Run 1, where the registers sit:
(3 px per um) Other sequential cells in the stronger grey, the rest of the logic in the fainter grey.
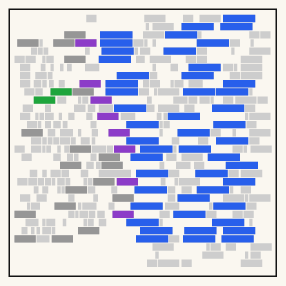
Run 1, routing congestion map:
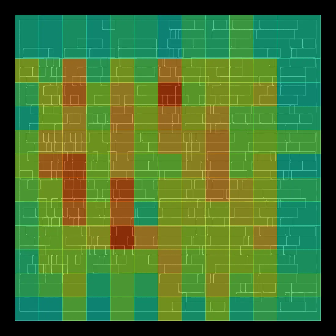
Run 1, gate families picked out:
(3 px per um)
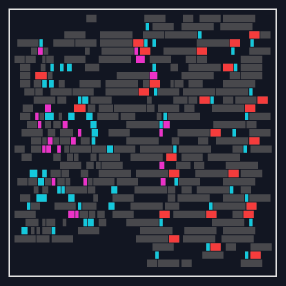
[src/rtl/lpc_window_sequencer_pkg.sv]
// Shared definitions for the LPC analysis-window read sequencer.
// Holds the sequencer state encoding and the window/sample geometry.
package lpc_window_sequencer_pkg;

   localparam int LPC_WIN_LEN  = 240;
   localparam int LPC_SAMPLE_W = 16;
   localparam int LPC_CNT_W    = 8;
   localparam int LPC_MAX_PEND = 2;

   typedef enum logic [1:0] {
      SEQ_IDLE    = 2'd0,
      SEQ_ISSUE   = 2'd1,
      SEQ_DRAIN   = 2'd2,
      SEQ_WAIT_AC = 2'd3
   } seq_state_t;

endpackage

[src/rtl/lpc_window_sequencer_skid_buf.sv]
// Two-entry valid/ready skid FIFO carrying {index, sample} to the window stream.
// Head entry is presented straight from storage, so data holds until popped.
module lpc_window_sequencer_skid_buf #(
   parameter int W = 24
) (
   input  logic         clock,
   input  logic         reset,
   input  logic         in_valid,
   output logic         in_ready,
   input  logic [W-1:0] in_data,
   output logic         out_valid,
   input  logic         out_ready,
   output logic [W-1:0] out_data,
   output logic [1:0]   level
);

   logic [W-1:0] mem_r [0:1];
   logic         wr_ptr_r;
   logic         rd_ptr_r;
   logic [1:0]   level_r;
   logic         push_s;
   logic         pop_s;

   assign in_ready  = (level_r != 2'd2);
   assign out_valid = (level_r != 2'd0);
   assign out_data  = mem_r[rd_ptr_r];
   assign level     = level_r;
   assign push_s    = in_valid && in_ready;
   assign pop_s     = out_valid && out_ready;

   // Occupancy and pointer bookkeeping.
   always_ff @(posedge clock) begin
      if (reset) begin
         wr_ptr_r <= 1'b0;
         rd_ptr_r <= 1'b0;
         level_r  <= 2'd0;
      end else begin
         if (push_s) wr_ptr_r <= ~wr_ptr_r;
         if (pop_s)  rd_ptr_r <= ~rd_ptr_r;
         level_r <= level_r + {1'b0, push_s} - {1'b0, pop_s};
      end
   end

   // Payload storage; contents are don't-care while the slot is empty.
   always_ff @(posedge clock) begin
      if (push_s) mem_r[wr_ptr_r] <= in_data;
   end

endmodule

[src/rtl/lpc_window_sequencer.sv]
// Read-side sequencer for the LPC sample buffer: queues frame_done events, sweeps
// one analysis window per event to the autocorrelation stream, then waits for ac_done.
module lpc_window_sequencer
   import lpc_window_sequencer_pkg::*;
#(
   parameter int WIN_LEN  = LPC_WIN_LEN,
   parameter int CNT_W    = LPC_CNT_W,
   parameter int DATA_W   = LPC_SAMPLE_W,
   parameter int MAX_PEND = LPC_MAX_PEND
) (
   input  logic              clock,
   input  logic              reset,
   input  logic              frame_done,
   output logic [CNT_W-1:0]  rd_count,
   input  logic [DATA_W-1:0] rd_sample,
   output logic              win_valid,
   input  logic              win_ready,
   output logic [DATA_W-1:0] win_sample,
   output logic [CNT_W-1:0]  win_index,
   output logic              win_start,
   output logic              win_last,
   input  logic              ac_done,
   output logic              busy,
   output logic [1:0]        pend_cnt,
   output logic              overrun
);

   localparam logic [CNT_W-1:0] LAST_IDX = CNT_W'(WIN_LEN - 1);
   localparam logic [CNT_W-1:0] IDX_ONE  = {{(CNT_W-1){1'b0}}, 1'b1};
   localparam logic [1:0]       PEND_MAX = 2'(MAX_PEND);

   seq_state_t          state_r, state_s;
   logic [CNT_W-1:0]    rd_count_r;
   logic                issue_valid_r;
   logic [CNT_W-1:0]    issue_idx_r;
   logic                win_start_r;
   logic [1:0]          pend_cnt_r;
   logic                overrun_r;
   logic                start_s, issue_s, can_issue_s, pop_s, pop_last_s;
   logic                skid_in_ready_s, skid_out_valid_s;
   logic [1:0]          skid_level_s;
   logic [CNT_W+DATA_W-1:0] skid_out_s;
   logic [CNT_W-1:0]    skid_idx_s;

   lpc_window_sequencer_skid_buf #(.W(CNT_W + DATA_W)) u_skid (
      .clock     (clock),
      .reset     (reset),
      .in_valid  (issue_valid_r),
      .in_ready  (skid_in_ready_s),
      .in_data   ({issue_idx_r, rd_sample}),
      .out_valid (skid_out_valid_s),
      .out_ready (win_ready),
      .out_data  (skid_out_s),
      .level     (skid_level_s)
   );

   assign skid_idx_s = skid_out_s[CNT_W+DATA_W-1:DATA_W];
   assign pop_s      = skid_out_valid_s && win_ready;
   assign pop_last_s = pop_s && (skid_idx_s == LAST_IDX);

   // A read issued now lands in the skid next cycle, so count the one in flight.
   always_comb begin
      can_issue_s = 1'b0;
      if (!skid_in_ready_s) begin
         can_issue_s = pop_s;
      end else if (skid_level_s == 2'd1) begin
         can_issue_s = !(issue_valid_r && !pop_s);
      end else begin
         can_issue_s = 1'b1;
      end
   end

   always_ff @(posedge clock) begin
      if (reset) state_r <= SEQ_IDLE;
      else       state_r <= state_s;
   end

   always_comb begin
      state_s = state_r;
      start_s = 1'b0;
      issue_s = 1'b0;
      case (state_r)
         SEQ_IDLE: begin
            if (pend_cnt_r != 2'd0) begin
               start_s = 1'b1;
               state_s = SEQ_ISSUE;
            end else begin
               state_s = SEQ_IDLE;
            end
         end
         SEQ_ISSUE: begin
            if (can_issue_s) begin
               issue_s = 1'b1;
               if (rd_count_r == LAST_IDX) state_s = SEQ_DRAIN;
               else                        state_s = SEQ_ISSUE;
            end else begin
               state_s = SEQ_ISSUE;
            end
         end
         SEQ_DRAIN: begin
            if (pop_last_s) state_s = SEQ_WAIT_AC;
            else            state_s = SEQ_DRAIN;
         end
         SEQ_WAIT_AC: begin
            if (ac_done) state_s = SEQ_IDLE;
            else         state_s = SEQ_WAIT_AC;
         end
         default: state_s = SEQ_IDLE;
      endcase
   end

   // Issue counter and the one-cycle tag pipe matching the buffer read latency.
   always_ff @(posedge clock) begin
      if (reset) begin
         rd_count_r    <= {CNT_W{1'b0}};
         issue_valid_r <= 1'b0;
         issue_idx_r   <= {CNT_W{1'b0}};
         win_start_r   <= 1'b0;
      end else begin
         win_start_r   <= start_s;
         issue_valid_r <= issue_s;
         issue_idx_r   <= rd_count_r;
         if (issue_s) begin
            if (rd_count_r == LAST_IDX) rd_count_r <= {CNT_W{1'b0}};
            else                        rd_count_r <= rd_count_r + IDX_ONE;
         end
      end
   end

   // Pending frame queue; a coincident arrival and start cancel out.
   always_ff @(posedge clock) begin
      if (reset) begin
         pend_cnt_r <= 2'd0;
         overrun_r  <= 1'b0;
      end else if (frame_done && !start_s) begin
         if (pend_cnt_r == PEND_MAX) overrun_r  <= 1'b1;
         else                        pend_cnt_r <= pend_cnt_r + 2'd1;
      end else if (start_s && !frame_done) begin
         pend_cnt_r <= pend_cnt_r - 2'd1;
      end
   end

   assign rd_count   = rd_count_r;
   assign win_valid  = skid_out_valid_s;
   assign win_index  = skid_out_valid_s ? skid_idx_s : {CNT_W{1'b0}};
   assign win_sample = skid_out_valid_s ? skid_out_s[DATA_W-1:0] : {DATA_W{1'b0}};
   assign win_last   = skid_out_valid_s && (skid_idx_s == LAST_IDX);
   assign win_start  = win_start_r;
   assign busy       = (state_r != SEQ_IDLE);
   assign pend_cnt   = pend_cnt_r;
   assign overrun    = overrun_r;

endmodule

[config.mk]
export PLATFORM = sky130hd
export DESIGN_NAME = lpc_window_sequencer
export DESIGN_NICKNAME = d
export VERILOG_FILES = /design/src/rtl/lpc_window_sequencer_pkg.sv /design/src/rtl/lpc_window_sequencer_skid_buf.sv /design/src/rtl/lpc_window_sequencer.sv
export SDC_FILE = /design/constraint.sdc
export NUM_CORES = 1
export LEC_CHECK = 0
export CAP_MARGIN = 20
export CORE_UTILIZATION = 40
export CTS_BUF_LIST = sky130_fd_sc_hd__clkbuf_4 sky130_fd_sc_hd__clkbuf_8 sky130_fd_sc_hd__clkbuf_16
export DETAILED_ROUTE_END_ITERATION = 12
export REMOVE_ABC_BUFFERS = 1
export SLEW_MARGIN = 30
export SYNTH_ARGS = -nofsm -noshare
export SYNTH_HDL_FRONTEND = slang
export SYNTH_SLANG_ARGS = --single-unit
[constraint.sdc]
create_clock -name clock -period 2.55 [get_ports clock]
set_input_delay 0.255 -clock clock [delete_from_list [all_inputs] [get_ports clock]]
set_output_delay 0.255 -clock clock [all_outputs]
set_load 0.05 [all_outputs]
==> notes.md, run 1 <==
The flow run is done. The flow ran to the end, and the final reports show no timing, DRC or antenna violations. Per the CTS log, the maximum H-tree level is 3. The total area inside the core boundary comes to 7250 um2. Synthesized area per cell landed at 12.5 um2. Final weighted congestion in routability-driven placement landed at 0.845. The power report puts the leakage power at 0.00144 uW. Cell count after placement landed at 395.

For this run, the script counts the antenna cells in the layout as 0. Count of endpoints failing setup in the final report landed at 0. The analysis reports a worst IR drop on VDD of 0.381 mV.

Number of standard-cell rows in the floorplan landed at 31. The floorplan report lists the tap cell count as 99. The highest clock rate this design can be run at is 0.489 GHz. Area fraction in xor and xnor cells landed at 1.76%.

Die span in y landed at 88.5 um. Of the combinational cells, the family taking the most area is simple AND/OR/NAND/NOR gates. After synthesis the cells add up to 2990 um2. Per the final report, the share of cell area in non-clock buffers is 21.2%.

Fraction of area in registers landed at 48.0%. The run reported a max-capacitance violation count of 0. Sequential cell area fraction in the yosys report landed at 66.9%. Area share of and/or/nand/nor cells after synthesis landed at 14.6%. Pre-placement core utilization landed at 41.3%. By area the synthesized netlist is led by sky130_fd_sc_hd__edfxtp_1, sky130_fd_sc_hd__dfxtp_1, sky130_fd_sc_hd__mux2i_1.

The multi-input combinational cells in the finished layout cover a total of 937 um2. For the finished layout, the period the worst path requires is 2.05 ns. The slowest stage of the critical path belongs to the cell sky130_fd_sc_hd__or4b_1. By area, the class that comes first in the final layout consists of sequential cells. Share of the final layout cell area in multi-input gates landed at 22.5%. Entering global routing, the biggest net connects 26 pins. Leaving out the clock tree, the finished layout contains an inverter count of 7. Worst clock skew landed at 0.00662 ns.

Total die size landed at 7830 um2. Chip area from the yosys synthesis statistics landed at 2990 um2. Yosys reports the multiplexer fraction of the synthesized area as 8.44%. Fill cell total of the finished layout landed at 619. Traced cell by cell, the critical path runs through ha_1, nand3_1, or4b_1, o21bai_1, nor2_1.

Per the cell usage report, the commonest logic cell in the layout is sky130_fd_sc_hd__edfxtp_1. Area fraction in full adders, half adders and majority gates landed at 1.25%. Worst endpoint required time landed at 2.77 ns. Buffer count excluding the clock tree in the final layout landed at 65. Async set or reset register ratio after synthesis landed at 0%. Share of the synthesized area in the top cell type landed at 48.1%. Total buffers and inverters traversed by the critical path landed at 0. The logs give a warning total of 25. The CTS report gives the tree buffer count as 9.

Count of flip-flops with a built-in enable after synthesis landed at 48. The worst setup path is captured at a register. The routed design shows a via density per instance of 4.95. Aggregate global-route resource usage landed at 15.6%. Power per cell area landed at 1020 nW/um2. Total number of sequential cells landed at 76.

Number of nets in the layout landed at 331. Total congestion overflow after global routing landed at 0. STA reports the tightest min-delay check as being of type register to register.

Broken down by cell family, the worst path's largest delay share belongs to simple AND/OR/NAND/NOR gates. Per the log, the first TritonRoute iteration ended with a DRC count of 99. STA puts the critical path data arrival time at 2.27 ns.

The synth_stat.txt file lists the number of cells as 239. After synthesis, the netlist uses 38 different library cells. The worst setup path is launched from a register. Clock insertion delay at the later pin of the skew report landed at 0.34 ns. Detailed placement finished with a half-perimeter wire length of 3930 um.

Final routed wirelength across all metal layers landed at 5720 um. The count of nets left with antenna violations once routing finished came out at 0. The routed layout has 2033 vias. According to the CTS report, the clock sink count is 76. Setup repair after global routing left no endpoint under its margin. Hold repair after CTS inserted 0 buffers. Number of synthesis warnings landed at 0.

The synthesized netlist devotes 5.06% of its cell area to compound gates. Clock tree cell share of total cell area landed at 4.77%. The synthesized design contains 76 register bits. Post-cts repair resize count landed at 0. Per the cell usage report, the commonest logic cells after layout are sky130_fd_sc_hd__edfxtp_1, sky130_fd_sc_hd__nor2_1, sky130_fd_sc_hd__clkdlybuf4s50_1. CTS reports a maximum clock tree buffer depth of 2. Clock transition time at the flip-flop clock pins of the worst setup and hold paths landed at 0.08 ns. The first global-routing pass estimated 8910 um of wire. The via count of the first global-routing pass was 1886. Iteration count of the initial detailed-routing pass landed at 4. Final critical-path share of the clock period landed at 80.2%. Per the OpenROAD floorplan log, the width of the die is 88.5 um. Counting pins that exceed their max-slew limit in the final report gives 0. For this run, combinational gates with multiple inputs come to 148. The worst pin sits at a relative slew slack of 65.2%. Biggest cell delay along the critical path landed at 0.61 ns. The finished layout holds 411 standard cells, fillers aside. Number of clock buffers in the layout landed at 9. Area used by sequential logic in the layout landed at 2000 um2. The setup path with the least slack is of type register to register. Final hold violation count landed at 0. Counting every instance in the synthesized netlist gives 239. Number of buffer cells added on primary ports landed at 59. Once the clock tree was built, the setup fixing pass inserted 0 buffers. From synthesis to final layout, the design area changed by 39.4%. Looking at area per cell type in the netlist, the leader is sky130_fd_sc_hd__edfxtp_1. Slew at the pin closest to its max-slew limit landed at 0.521 ns. Number of ports placed on the die boundary landed at 60. Share of layout cells above drive strength 1 landed at 17.0%. Worst-path maximum fanout landed at 6. Total DRC errors in the routed layout landed at 0.

Number of antenna violations at the first check in global routing landed at 0. TritonCTS built the clock tree. Clock tree synthesis selected as its root buffer the cell sky130_fd_sc_hd__clkbuf_8.

Adding up every negative setup slack in the final design gives 0 ns. For this run, the leading register cell type out of synthesis is sky130_fd_sc_hd__edfxtp_1.
-- 'where the registers sit' (at the start) --
| colour | name in the netlist | flops |
|---|---|---|
| green | state_r | 2 |
| blue | u_skid.mem_r | 48 |
| purple | issue_idx_r | 8 |
not coloured: 18

-- 'routing congestion map' (at the start) --
grt met1 use: 19.1%
routed wirelength normalized by instance count: 13.9 um
GR met2 Demand/Resource: 25.4%
global route hottest layer: met2
Finished Core Util: 57.5%

-- 'gate families picked out' (at the start) --
| colour | family | cells |
|---|---|---|
| cyan | NOR gates | 56 |
| magenta | NAND gates | 22 |
| red | multiplexers | 25 |

==> run 1: path summary, 6_finish.rpt <==
path	from	end	slack, ns	cells after the start
min	issue_idx_r[4]	u_skid.mem_r[0][20]	0.43	0
max reg2reg	rd_count[0]	rd_count[4]	0.50	5
max	rd_count[0]	rd_count[4]	0.50	5
min reg2reg	issue_idx_r[4]	u_skid.mem_r[0][20]	0.43	0
==> run 1: stage by stage <==
stage	cell area, um2	total power (uW)	hold slack [ns]	setup WS, ns	utilization [%]
2_1_floorplan	2960	2460	0.324	0.146	-
3_3_place_gp	3980	3370	0.405	0.568	54.8
3_5_place_dp	3980	3390	0.412	0.527	54.8
4_1_cts	4170	4290	0.430	0.463	57.5
5_1_grt	4170	4450	0.433	0.335	57.5
6_report	4170	4240	0.427	0.505	57.5
==> run 1: per-layer routing <==
| metal | global-route usage (%) | vias to the layer above | part of all wire, % | routed length (um) |
|---|---|---|---|---|
| met4 | 5.72 | 0 | 1.4 | 80 |
| met1 | 19.1 | 956 | 45 | 2590 |
| met3 | 5.50 | 8 | 6.8 | 390 |
| met2 | 25.4 | 74 | 46 | 2660 |
| met5 | 0 | - | 0 | 0 |
| li1 | - | 995 | - | - |
==> run 1: where the power goes <==
part | internal [uW] | total, uW | leakage, uW | switching (uW)
clock network | 456 | 906 | 0.0000923 | 449
registers | 1380 | 1440 | 0.000669 | 64.1
logic | 815 | 1890 | 0.000682 | 1080
total | 2650 | 4240 | 0.00144 | 1590
==> run 1: Yosys cell counts (2+ instances only) <==
| library cell | number |
|---|---|
| sky130_fd_sc_hd__edfxtp_1 | 48 |
| sky130_fd_sc_hd__nor2_1 | 39 |
| sky130_fd_sc_hd__dfxtp_1 | 28 |
| sky130_fd_sc_hd__mux2i_1 | 23 |
| sky130_fd_sc_hd__nand2_1 | 10 |
| sky130_fd_sc_hd__nor2b_1 | 9 |
| sky130_fd_sc_hd__a21oi_1 | 8 |
| sky130_fd_sc_hd__inv_1 | 7 |
| sky130_fd_sc_hd__nand3_1 | 7 |
| sky130_fd_sc_hd__o21ai_0 | 6 |
| sky130_fd_sc_hd__or3_1 | 5 |
| sky130_fd_sc_hd__clkbuf_1 | 4 |
| sky130_fd_sc_hd__nor3_1 | 4 |
| sky130_fd_sc_hd__buf_2 | 3 |
| sky130_fd_sc_hd__ha_1 | 3 |
| sky130_fd_sc_hd__nand2b_1 | 3 |
| sky130_fd_sc_hd__o31ai_1 | 3 |
| sky130_fd_sc_hd__xnor2_1 | 3 |
| sky130_fd_sc_hd__xor2_1 | 3 |
| sky130_fd_sc_hd__a211oi_1 | 2 |
| sky130_fd_sc_hd__mux2_2 | 2 |
| sky130_fd_sc_hd__or2_2 | 2 |
| sky130_fd_sc_hd__or4_1 | 2 |
==> run 1: registers in the layout, summed over array words and instances (netlist names), named ones only <==
name / count
win_start: 1
u_skid.mem_r: 48
issue_valid_r: 1
pend_cnt: 2
u_skid.rd_ptr_r: 1
u_skid.level: 2
state_r: 2
issue_idx_r: 8
overrun: 1
u_skid.wr_ptr_r: 1
rd_count: 8
Run 1, pin map:
(6 px per um) Pins as bars across the die edge, other pins in grey.
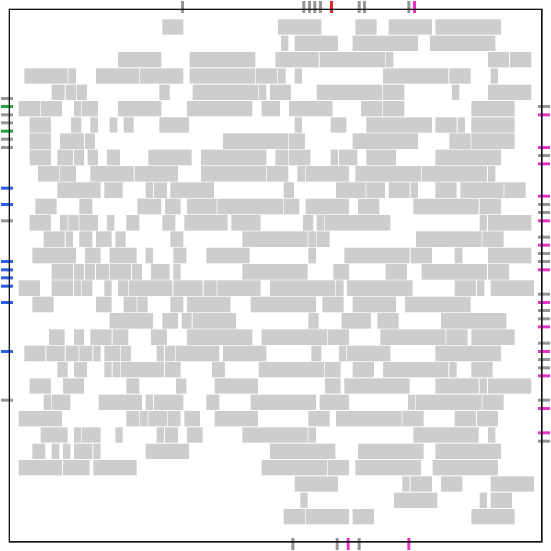

==> run 2: changes to the inputs <==
==> constraint.sdc (replaced) <==
create_clock -name clock -period 2.05 [get_ports clock]
set_input_delay 0.205 -clock clock [delete_from_list [all_inputs] [get_ports clock]]
set_output_delay 0.205 -clock clock [all_outputs]
set_load 0.05 [all_outputs]
Run 2, pin map:
(6 px per um) Pins as bars across the die edge, other pins in grey.
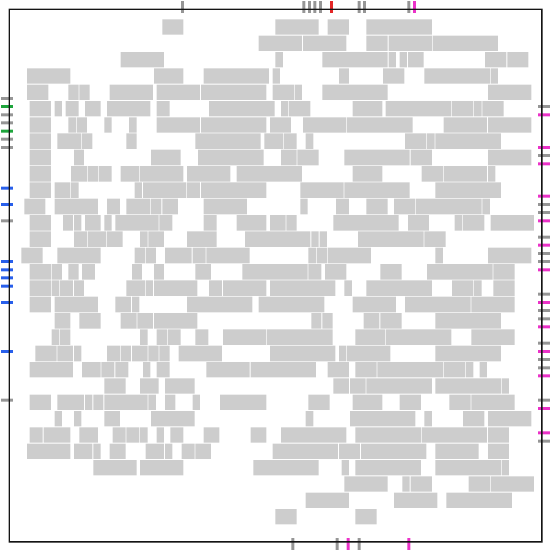
| colour | port | pins | direction | edge |
|---|---|---|---|---|
| green | pend_cnt | 2 | output | west |
| blue | rd_count | 8 | output | west |
| red | win_last | 1 | output | north |
| magenta | win_sample | 16 | output | 13 east, 2 south, 1 north |
all pins by edge: 28 east, 17 west, 10 north, 5 south

Run 2, gate families picked out:
(3 px per um)
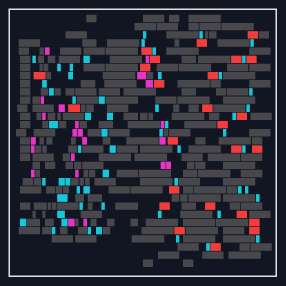
| colour | family | cells |
|---|---|---|
| red | multiplexers | 25 |
| magenta | NAND gates | 22 |
| cyan | NOR gates | 56 |

==> run 2 against run 1 <==
  * First-iteration DRC count is 24% lower
  * Clock skew is 0.0015 ns lower
  * Sequential power is 24% higher
  * Clock power is about 20% higher
  * Count of clock-buffer cells in the layout is 2 higher
  * Register-to-register slack worse by 0.38 ns
  * Wire length is 0.61% lower
  * Setup slack worse by 0.43 ns
  * Via count is 1.0% lower
  * Non-clock buffer count is 4 higher
  * Final cell count is 0.97% higher
  * Total power is 23% higher
==> notes.md, run 2 <==
The flow run is done. The synthesis stats list as the most numerous cell sky130_fd_sc_hd__edfxtp_1. Number of flip-flops in the largest register landed at 48 (unchanged). Count of flip-flops with a built-in enable after synthesis landed at 48 (unchanged). Per the synth stats, the flop cell with the highest instance count is sky130_fd_sc_hd__edfxtp_1. The flow ran to the end, and the final reports show no timing, DRC or antenna violations. Gate count of the mapped netlist landed at 239 (unchanged).

Via count landed at 2012 (-1.0%). Number of standard-cell rows in the floorplan landed at 31 (unchanged). The share of the synthesized area in the top cell type came to 48.1% (unchanged). Final critical-path share of the clock period landed at 96.1%. Count of non-filler cells in the finished layout landed at 415 (+0.97%). Maximum clock path buffer count landed at 2 (unchanged). The number of cell instances after yosys synthesis came to 239 (unchanged). STA classifies the critical path startpoint as a register. Final worst hold slack landed at 0.427 ns (+0.0000300 ns). Die span in y landed at 88.5 um (unchanged). Tally of unique sky130hd cells used after synthesis landed at 38 (unchanged). Clock transition time at the flip-flop clock pins of the worst setup and hold paths landed at 0.07 ns (about the same).

The worst ir drop on vdd was 0.571 mV (+50%). More flip-flops sit in one register than any other, and that register is u_skid.mem_r. Number of ports placed on the die boundary landed at 60 (unchanged). In the layout the commonest cells are sky130_fd_sc_hd__edfxtp_1, sky130_fd_sc_hd__nor2_1, sky130_fd_sc_hd__clkdlybuf4s50_1.

TritonCTS built the clock tree. The critical path is of the register to primary output type. Async set or reset register ratio after synthesis landed at 0% (unchanged). The main area contributors are sky130_fd_sc_hd__edfxtp_1, sky130_fd_sc_hd__dfxtp_1, sky130_fd_sc_hd__mux2i_1. STA classifies the critical path endpoint as a primary output.

The count of state elements after synthesis is 76 (unchanged). The depth of the CTS H-tree came to 3 (unchanged). Finished layout cell area landed at 4190 um2 (+0.48%).

Count of hold-fix buffers inserted at cts landed at 0 (unchanged). Number of buffer cells added on primary ports landed at 59 (unchanged). Max-capacitance violation count landed at 0 (unchanged). The startpoint identified for the worst register-to-register timing path is rd_count[1].

The worst hold path begins at issue_idx_r[1]. The max-slew headroom at the worst pin came to 66.2% (+1.0 points). Detailed-route vias per instance landed at 4.85 (-2.0%).

The number of buffers added by the clock tree synthesis step came to 9 (unchanged). The core region area is 7250 um2 (unchanged). The clock insertion delay at the later pin of the skew report is 0.34 ns (about the same).

Slew at the pin closest to its max-slew limit landed at 0.506 ns (-0.0151 ns). Share of layout cells above drive strength 1 landed at 18.7% (+1.7 points). Count of nets left with antenna violations after detail routing landed at 0 (unchanged). Final routed wirelength across all metal layers landed at 5690 um (-0.61%).

Total DRC errors in the routed layout landed at 0 (unchanged). Cell area reported after detailed placement landed at 4000 um2 (+0.69%). Leakage power landed at 0.00148 uW (+2.4%). Sorting the synthesized cells by how often they occur yields sky130_fd_sc_hd__edfxtp_1, sky130_fd_sc_hd__nor2_1, sky130_fd_sc_hd__dfxtp_1. Worst-path maximum fanout landed at 7 (+1).

Final critical path time including I/O delays and setup landed at 1.97 ns. DRC marker count from the first detailed-route iteration landed at 75 (-24%). The worst endpoint required time was 1.85 ns (-0.92 ns). Post-CTS repair timing setup buffer count landed at 0 (unchanged). The number of max-slew violations in the final report is 0 (unchanged).

The path class of the tightest hold or removal check is register to register. Setup repair after global routing left no endpoint under its margin. The sequential cell area fraction in the yosys report came to 66.9% (unchanged). The chip area from the yosys synthesis statistics is 2990 um2 (unchanged). Synthesized area per cell landed at 12.5 um2 (unchanged). Warning total across the stage logs landed at 25 (unchanged).

Post-cts repair resize count landed at 1 (+1). Mapped cell area landed at 2990 um2 (unchanged). The power per cell area came to 1250 nW/um2 (+23%).

Worst clock skew landed at 0.00509 ns (-0.00153 ns). Maximum number of pins on one net before global-route repair landed at 27 (+3.8%). Cell count after placement landed at 399 (+1.0%). Via count of the first global-routing pass landed at 1838 (-2.5%).

The final hold violation count is 0 (unchanged). The horizontal die dimension came to 88.5 um (unchanged). Signal arrival time at the worst endpoint landed at 1.77 ns (-0.50 ns).

The tree is rooted in a sky130_fd_sc_hd__clkbuf_8. The placed wire-length estimate after detailed placement was 3860 um (-1.8%). Tracing the worst setup path back leads to its startpoint at state_r[0]. The utilization of the core after routing was 57.8% (+0.28 points). The count of endpoints failing setup in the final report came to 0 (unchanged). The number of nets in the layout was 335 (+1.2%). The final weighted congestion in routability-driven placement came to 0.844 (about the same). The iteration count of the initial detailed-routing pass is 4 (unchanged). Fill cell total of the finished layout landed at 626 (+1.1%).

The number of antenna violations at the first check in global routing is 0 (unchanged). The pre-placement core utilization came to 41.3% (unchanged). Among logic cells in the layout, the one with the most instances is sky130_fd_sc_hd__edfxtp_1. Per the synthesis report, the dominant area consumer among library cells is sky130_fd_sc_hd__edfxtp_1. The number of clock sinks came to 76 (unchanged). The total die size is 7830 um2 (unchanged). For this run, the top clock speed supported by timing is 0.507 GHz. Total congestion overflow after global routing landed at 0 (unchanged). The area growth from synthesis to layout is 40.1%. The number of synthesis warnings is 0 (unchanged). The number of diodes is 0 (unchanged). The first-pass GRT wire length was 8600 um (-3.5%).
Run 2, routing congestion map:
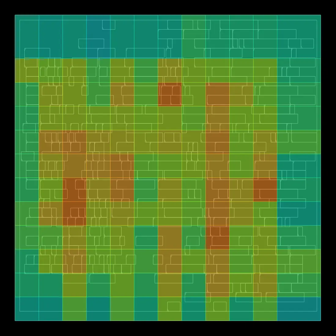
overall routing resource usage: 15.3%
routed wirelength normalized by instance count: 13.7 um
grt met1 use: 19.3%

## run 2: layout make-up
| class | count | area, um2 | share of cell area (%) |
|---|---|---|---|
| Clock buffer | 11 | 139 | 3.31 |
| Clock inverter | 5 | 51.3 | 1.22 |
| Inverter | 7 | 26.3 | 0.626 |
| Multi-Input combinational cell | 148 | 937 | 22.3 |
| Sequential cell | 76 | 2000 | 47.8 |
| Tap cell | 99 | 124 | 2.95 |
| Timing Repair Buffer | 69 | 913 | 21.8 |
## run 2: final timing paths
| kind | cells after the start | endpoint | slack (ns) |
|---|---|---|---|
| max | 2 | busy | 0.08 |
| min reg2reg | 0 | u_skid.mem_r[1][17] | 0.43 |
| max reg2reg | 5 | rd_count[4] | 0.12 |
| min | 0 | u_skid.mem_r[1][17] | 0.43 |
## run 2: per-stage QoR
stage                     power, uW  setup slack, ns  TNS, ns
after CTS                      5290           0.0722        0
final                          5230           0.0792        0
after global placement         4180            0.119        0
after floorplan                3060           -0.304    -2.51
after detailed placement       4190           0.0681        0
after global routing           5460           0.0160        0
## run 2: worst max-delay path, stage by stage, from the launching register on
cell                              delay, ns
sky130_fd_sc_hd__dfxtp_1               0.44
sky130_fd_sc_hd__or2_2                 0.19
sky130_fd_sc_hd__clkdlybuf4s50_1       0.80
## run 2: report_power, final
part           leakage, uW  switching [uW]  internal [uW]
registers         0.000669            72.1           1710
clock network     0.000104             507            584
logic             0.000704            1340           1010
## run 2: kinds of logic after synthesis
kind of cell | after synthesis | synth area share, %
AOI/OAI and AO/OA | 25 | 5.06
xor gates and xnor gates | 6 | 1.76
adders and majority gates | 3 | 1.25
buffers and inverters | 15 | 2.01
DFF | 76 | 66.9
muxes | 25 | 8.44
and+or+nand+nor | 89 | 14.6
## run 2: layer usage
layer	vias up	share of wire [%]	global-route usage, %
met2	63	47	25.0
li1	1007	-	-
met1	934	46	19.3
met5	-	0	0
met3	8	5.6	2.99
met4	0	1.6	7.92
No activity file was given, so power comes from the tool's default toggle rates.
